<file path="src/rtl/intadd3_acc_pipe.sv">
// intadd3_acc_pipe: per-lane three-operand adder with optional accumulation,
// saturate/wrap to SAT_W and a two-stage valid/ready pipeline.
module intadd3_acc_pipe #(
    parameter int DATA_W = 128,
    parameter int LANE_W = 4,
    parameter int SAT_W  = 8,
    parameter int CNT_W  = 16
) (
    input  logic              clk,
    input  logic              rst_n,
    input  logic              in_valid,
    output logic              in_ready,
    input  logic [DATA_W-1:0] src0,
    input  logic [DATA_W-1:0] src1,
    input  logic [DATA_W-1:0] src2,
    input  logic              sign_s0,
    input  logic              sign_s1,
    input  logic              sign_s2,
    input  logic [1:0]        op,
    input  logic              sat_en,
    output logic              out_valid,
    input  logic              out_ready,
    output logic [DATA_W-1:0] dst0,
    output logic [DATA_W-1:0] dst1,
    output logic              sat_o,
    output logic [CNT_W-1:0]  sat_cnt
);

    localparam int NLANE = DATA_W / LANE_W;
    // three unsigned lanes need two growth bits plus a sign bit
    localparam int SW    = LANE_W + 3;
    localparam int RW    = SAT_W + 2;
    localparam int DW    = 2 * LANE_W;

    localparam logic [1:0] OP_ACC  = 2'b01;
    localparam logic [1:0] OP_LOAD = 2'b10;

    localparam logic signed [RW-1:0] MAXV = RW'((1 << (SAT_W - 1)) - 1);
    localparam logic signed [RW-1:0] MINV = ~MAXV;

    logic                         r_s1_valid;
    logic [NLANE-1:0][SW-1:0]     r_s1_sum;
    logic [1:0]                   r_s1_op;
    logic                         r_s1_sat;

    logic                         r_out_valid;
    logic [DATA_W-1:0]            r_dst0;
    logic [DATA_W-1:0]            r_dst1;
    logic                         r_sat_o;
    logic [CNT_W-1:0]             r_sat_cnt;
    logic [NLANE-1:0][SAT_W-1:0]  r_acc;

    logic                         w_s2_adv;
    logic                         w_s1_adv;
    logic                         w_accept;
    logic                         w_acc_wr;
    logic [NLANE-1:0][SW-1:0]     w_sum;
    logic [NLANE-1:0][SAT_W-1:0]  w_res;
    logic [NLANE-1:0]             w_lsat;
    logic [DATA_W-1:0]            w_dst0;
    logic [DATA_W-1:0]            w_dst1;

    assign w_s2_adv = !r_out_valid || out_ready;
    assign w_s1_adv = !r_s1_valid || w_s2_adv;
    assign w_accept = in_valid && w_s1_adv;
    assign w_acc_wr = (r_s1_op == OP_ACC) || (r_s1_op == OP_LOAD);

    assign in_ready  = w_s1_adv;
    assign out_valid = r_out_valid;
    assign dst0      = r_dst0;
    assign dst1      = r_dst1;
    assign sat_o     = r_sat_o;
    assign sat_cnt   = r_sat_cnt;

    for (genvar i = 0; i < NLANE; i++) begin : g_lane
        logic [LANE_W-1:0]       w_a;
        logic [LANE_W-1:0]       w_b;
        logic [LANE_W-1:0]       w_c;
        logic [SW-1:0]           w_ea;
        logic [SW-1:0]           w_eb;
        logic [SW-1:0]           w_ec;
        logic signed [SW-1:0]    w_s;
        logic signed [SAT_W-1:0] w_acc_s;
        logic signed [RW-1:0]    w_r;
        logic                    w_hi;
        logic                    w_lo;
        logic [DW-1:0]           w_ext;

        assign w_a  = src0[i*LANE_W +: LANE_W];
        assign w_b  = src1[i*LANE_W +: LANE_W];
        assign w_c  = src2[i*LANE_W +: LANE_W];
        assign w_ea = sign_s0 ? SW'($signed(w_a)) : SW'(w_a);
        assign w_eb = sign_s1 ? SW'($signed(w_b)) : SW'(w_b);
        assign w_ec = sign_s2 ? SW'($signed(w_c)) : SW'(w_c);
        assign w_sum[i] = w_ea + w_eb + w_ec;

        assign w_s     = r_s1_sum[i];
        assign w_acc_s = r_acc[i];
        assign w_r = (r_s1_op == OP_ACC)
                   ? RW'(w_acc_s) + RW'(w_s)
                   : RW'(w_s);

        assign w_hi = w_r > MAXV;
        assign w_lo = w_r < MINV;
        assign w_lsat[i] = r_s1_sat && (w_hi || w_lo);

        assign w_res[i] = !r_s1_sat ? w_r[SAT_W-1:0]
                        : w_hi      ? MAXV[SAT_W-1:0]
                        : w_lo      ? MINV[SAT_W-1:0]
                        :             w_r[SAT_W-1:0];

        // result is signed SAT_W, widened to two lanes before splitting
        assign w_ext = DW'($signed(w_res[i]));
        assign w_dst0[i*LANE_W +: LANE_W] = w_ext[LANE_W-1:0];
        assign w_dst1[i*LANE_W +: LANE_W] = w_ext[DW-1:LANE_W];
    end

    // stage 1: capture per-lane three-operand sums on accept
    always_ff @(posedge clk) begin
        if (!rst_n) begin
            r_s1_valid <= 1'b0;
            r_s1_sum   <= '0;
            r_s1_op    <= 2'b00;
            r_s1_sat   <= 1'b0;
        end else if (w_s1_adv) begin
            r_s1_valid <= w_accept;
            if (w_accept) begin
                r_s1_sum <= w_sum;
                r_s1_op  <= op;
                r_s1_sat <= sat_en;
            end
        end
    end

    // stage 2: register lane results and update accumulators on entry
    always_ff @(posedge clk) begin
        if (!rst_n) begin
            r_out_valid <= 1'b0;
            r_dst0      <= '0;
            r_dst1      <= '0;
            r_sat_o     <= 1'b0;
            r_acc       <= '0;
        end else if (w_s2_adv) begin
            r_out_valid <= r_s1_valid;
            if (r_s1_valid) begin
                r_dst0  <= w_dst0;
                r_dst1  <= w_dst1;
                r_sat_o <= |w_lsat;
                if (w_acc_wr) begin
                    r_acc <= w_res;
                end
            end
        end
    end

    // count consumed saturating beats, sticking at all-ones
    always_ff @(posedge clk) begin
        if (!rst_n) begin
            r_sat_cnt <= '0;
        end else if (r_out_valid && out_ready && r_sat_o
                     && (r_sat_cnt != {CNT_W{1'b1}})) begin
            r_sat_cnt <= r_sat_cnt + 1'b1;
        end
    end

endmodule

</file>
<file path="config.mk">
export PLATFORM = sky130hd
export DESIGN_NAME = intadd3_acc_pipe
export DESIGN_NICKNAME = d
export VERILOG_FILES = /design/src/rtl/intadd3_acc_pipe.sv
export SDC_FILE = /design/constraint.sdc
export NUM_CORES = 2
export LEC_CHECK = 0
export ABC_AREA = 1
export CAP_MARGIN = 5
export CORE_MARGIN = 2
export CORE_UTILIZATION = 40
export CTS_CLUSTER_SIZE = 16
export DETAILED_ROUTE_END_ITERATION = 12
export PLACE_DENSITY = 0.7
export REMOVE_ABC_BUFFERS = 1
export SYNTH_ARGS = -nofsm -noshare
export SYNTH_HDL_FRONTEND = slang
export SYNTH_SLANG_ARGS = --single-unit
</file>
<file path="constraint.sdc">
create_clock -name clk -period 2.6 [get_ports clk]
set_clock_uncertainty 0.15 [all_clocks]
set_input_delay 0.52 -clock clk [delete_from_list [all_inputs] [get_ports clk]]
set_output_delay 0.52 -clock clk [all_outputs]
set_load 0.05 [all_outputs]
</file>
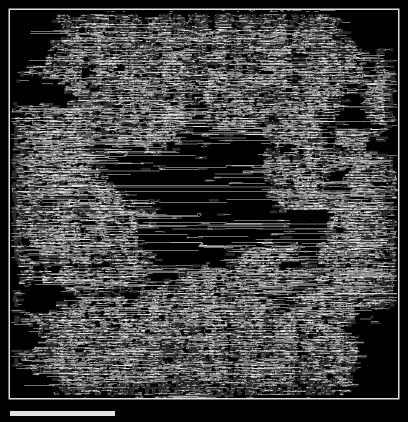
Fig. 1. Signal wires on met1.
Scale bar: 100 µm. Cells faint in the background.
The layer carries 75.5 mm of wire. 9,064 nets have wire on it. The wires run mostly horizontal. The longest straight run is 185 µm.

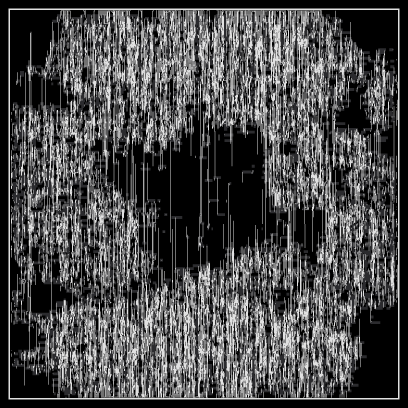
Fig. 2. Met2 routing.
Cells faint in the background.
7,601 nets have wire on it. The layer carries 83.6 mm of wire. The layer holds 47% of the routed length.

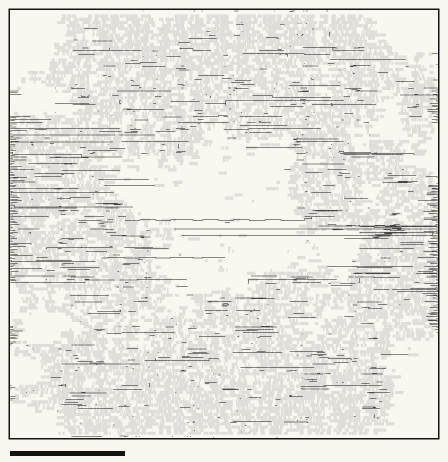
Fig. 3. M3 wires.
Scale bar: 100 µm. Cells faint in the background.
The wires run mostly horizontal. The longest straight run is 228 µm. The layer carries 9,750 µm of wire. 598 nets have wire on it. The layer holds 5.5% of the routed length.

==> deck_impl_summary.md <==
Synthesis and Place & Route Summary

Worst hold path
  – Worst hold path type: in2reg
  – Hold Crit Endpoint: g_lane[14].w_s[2]
  – Hold depth: 3
  – Worst hold start: rst_n

Routing
  – Met2 wire length: between 80,000 and 90,000 µm
  – Via count: roughly 53,000
  – Residual DRC count: 0
  – Drt pass-1 iters: 8
  – Wire per inst: around 17 µm
  – Highest metal used: met5
  – Vias per Instance: ~5.1
  – Initial DRC count: 3,181

Critical path
  – Crit path DRT: ~3 ns
  – CP cell instances: clkdlybuf4s50_1 > inv_1 > fa_1 > inv_1 > ha_1 > inv_1 > fa_1 > o21ai_0 > a21oi_1 > xor2_1 > o21ai_0 > inv_1
  – Crit. End Element: flop
  – CP most frequent cell: inv_1
  – Levels on crit path: 12
  – WP data arrival: around 3 ns
  – Critical Path Slowest Stage Cell: clkdlybuf4s50_1
  – Critical R2R Launch: r_s1_op[1]
  – Critical path's top delay family: adder cells
  – Crit path kind: in2reg
  – CP peak stage delay: around 0.46 ns

Timing
  – Period utilization: 0.988
  – Final min period: between 2 and 3 ns
  – Headroom to the max-slew limit: 0.546
  – Final worst slack: 0.0314 ns
  – Worst Tran Pin Value: between 0.6 and 0.7 ns
  – Final hold vios: 0

Yosys
  – Post-synth EDFFs: 0
  – Biggest area cells: dfxtp_1, ha_1, o21ai_0
  – Mapped Cells: roughly 7,600
  – Top-count cell post-synth: inv_1
  – Most frequent cells after synthesis: inv_1, o21ai_0, nor2_1
  – Mux share: 0.00316
  – Synth Flop Type: dfxtp_1
  – Seq/Total Area, Yosys: 0.281
  – YS chip area: roughly 54,000 µm²
  – Yosys xor share: 0.0229
  – Dominant cell type by area after synthesis: dfxtp_1
  – Synthesized area per cell: between 7 and 8 µm²
  – Number of distinct library cells after synthesis: 53
  – Area share, top type: 0.281
  – Post-synth ARST share: 0
  – Number of cells in Yosys stat: 7,608

Global route
  – M3 GR Usage: 0.0396
  – GRT Util Overall: 0.249
  – Met2 usage: 0.423
  – Largest net degree at the start of global routing: about 99
  – First-pass GRT wire length: between 200,000 and 300,000 µm
  – Gr ovfl total: 0
  – Vias in the first global route: 51,216

Pwr
  – Reg power frac: 0.332
  – Clk. pwr: around 14 mW
  – Switching power: between 10 and 15 mW
  – Top power group: the clock network
  – Comb. pwr: 13.1 mW
  – Power Total: around 41 mW
  – LEAKAGE: around 37 nW
  – Switch share: 0.344

Clock tree
  – Root Buffer: clkbuf_16
  – Cts hold-fix bufs: 0

Status
  – Status: complete, no violations

Finish
  – P&R area growth vs syn: 29.9%
  – Non-CTS buffers: 1,139
  – Finished Cell Area: roughly 70,000 µm²
  – Top cells excl fill/tap: inv_1, nor2_1, o21ai_0
  – Invs w/o clock: between 1,000 and 1,500
  – Registers: 758
  – Nets@finish: 9,559
  – Gate Area: between 30,000 and 40,000 µm²
  – Ant. Diodes: 4
  – MI comb cells: roughly 5,200
  – # fillers: around 13,000

Floorplan
  – FP Util: 0.404
  – Die width: 371 µm
  – Die Span Y: between 300 and 400 µm
  – Die Size: 138,000 µm²
  – Tapcell count: approximately 1,800

Job
  – Max Cap Viol: 0
  – Tool warnings: 26

Placed design
  – Post-DP Area: between 60,000 and 70,000 µm²
  – HPWL Detailed: approximately 130,000 µm
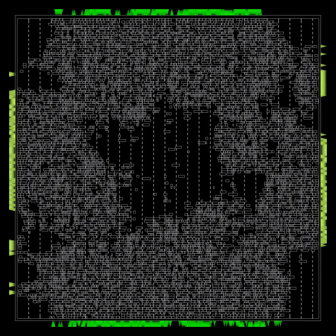
Fig. 4. Cell outlines without signal wires.
core area: 134,000 µm²
sequential cell area share: 0.217
Rows: 134
Non-Filler Instances: 10,367
Util after Layout: 0.524

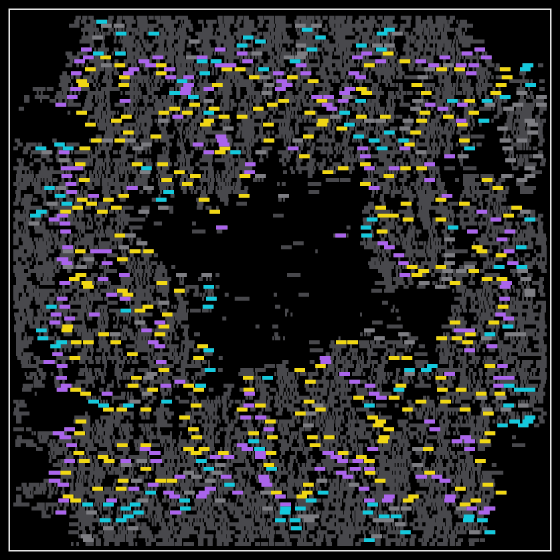
Fig. 5. Register map, names as in the netlist.
Key: purple = g_lane.w_s [sequential cells 224, where widely spread]; cyan = dst0 [sequential cells 128, where widely spread]; yellow = g_lane.w_acc_s [sequential cells 256, where widely spread]
Another 150 sequential cells are not coloured.
seq pwr: 13.5 mW
Sequential Area: 15,200 µm²

## what timing repair did
| item | CTS | global route |
|---|---|---|
| pin swaps | 18 | 46 |
| gates cloned | 0 | 1 |
| resized | 176 | 236 |
| hold endpoints to repair | 0 | 0 |
| setup endpoints to repair | 138 | 240 |
| setup buffers | 5 | 12 |
## stage by stage
stage / setup TNS, ns / hold slack, ns / util / cells
floorplan: -5426.96 / 0.283 / - / 7290
global placement: -32.39 / 0.325 / 0.492 / 10179
detailed placement: -37.12 / 0.341 / 0.492 / 10179
CTS: 0 / 0.0236 / 0.517 / 10350
global route: -0.227 / 0.0798 / 0.524 / 10366
finish: 0 / 0.0802 / 0.524 / 10367
## tightest hold or removal path, stage by stage
cell and delay (ns):
buf_8 0.18, o21ai_0 0.12, a21oi_1 0.04
No activity file was given, so power comes from the tool's default toggle rates.
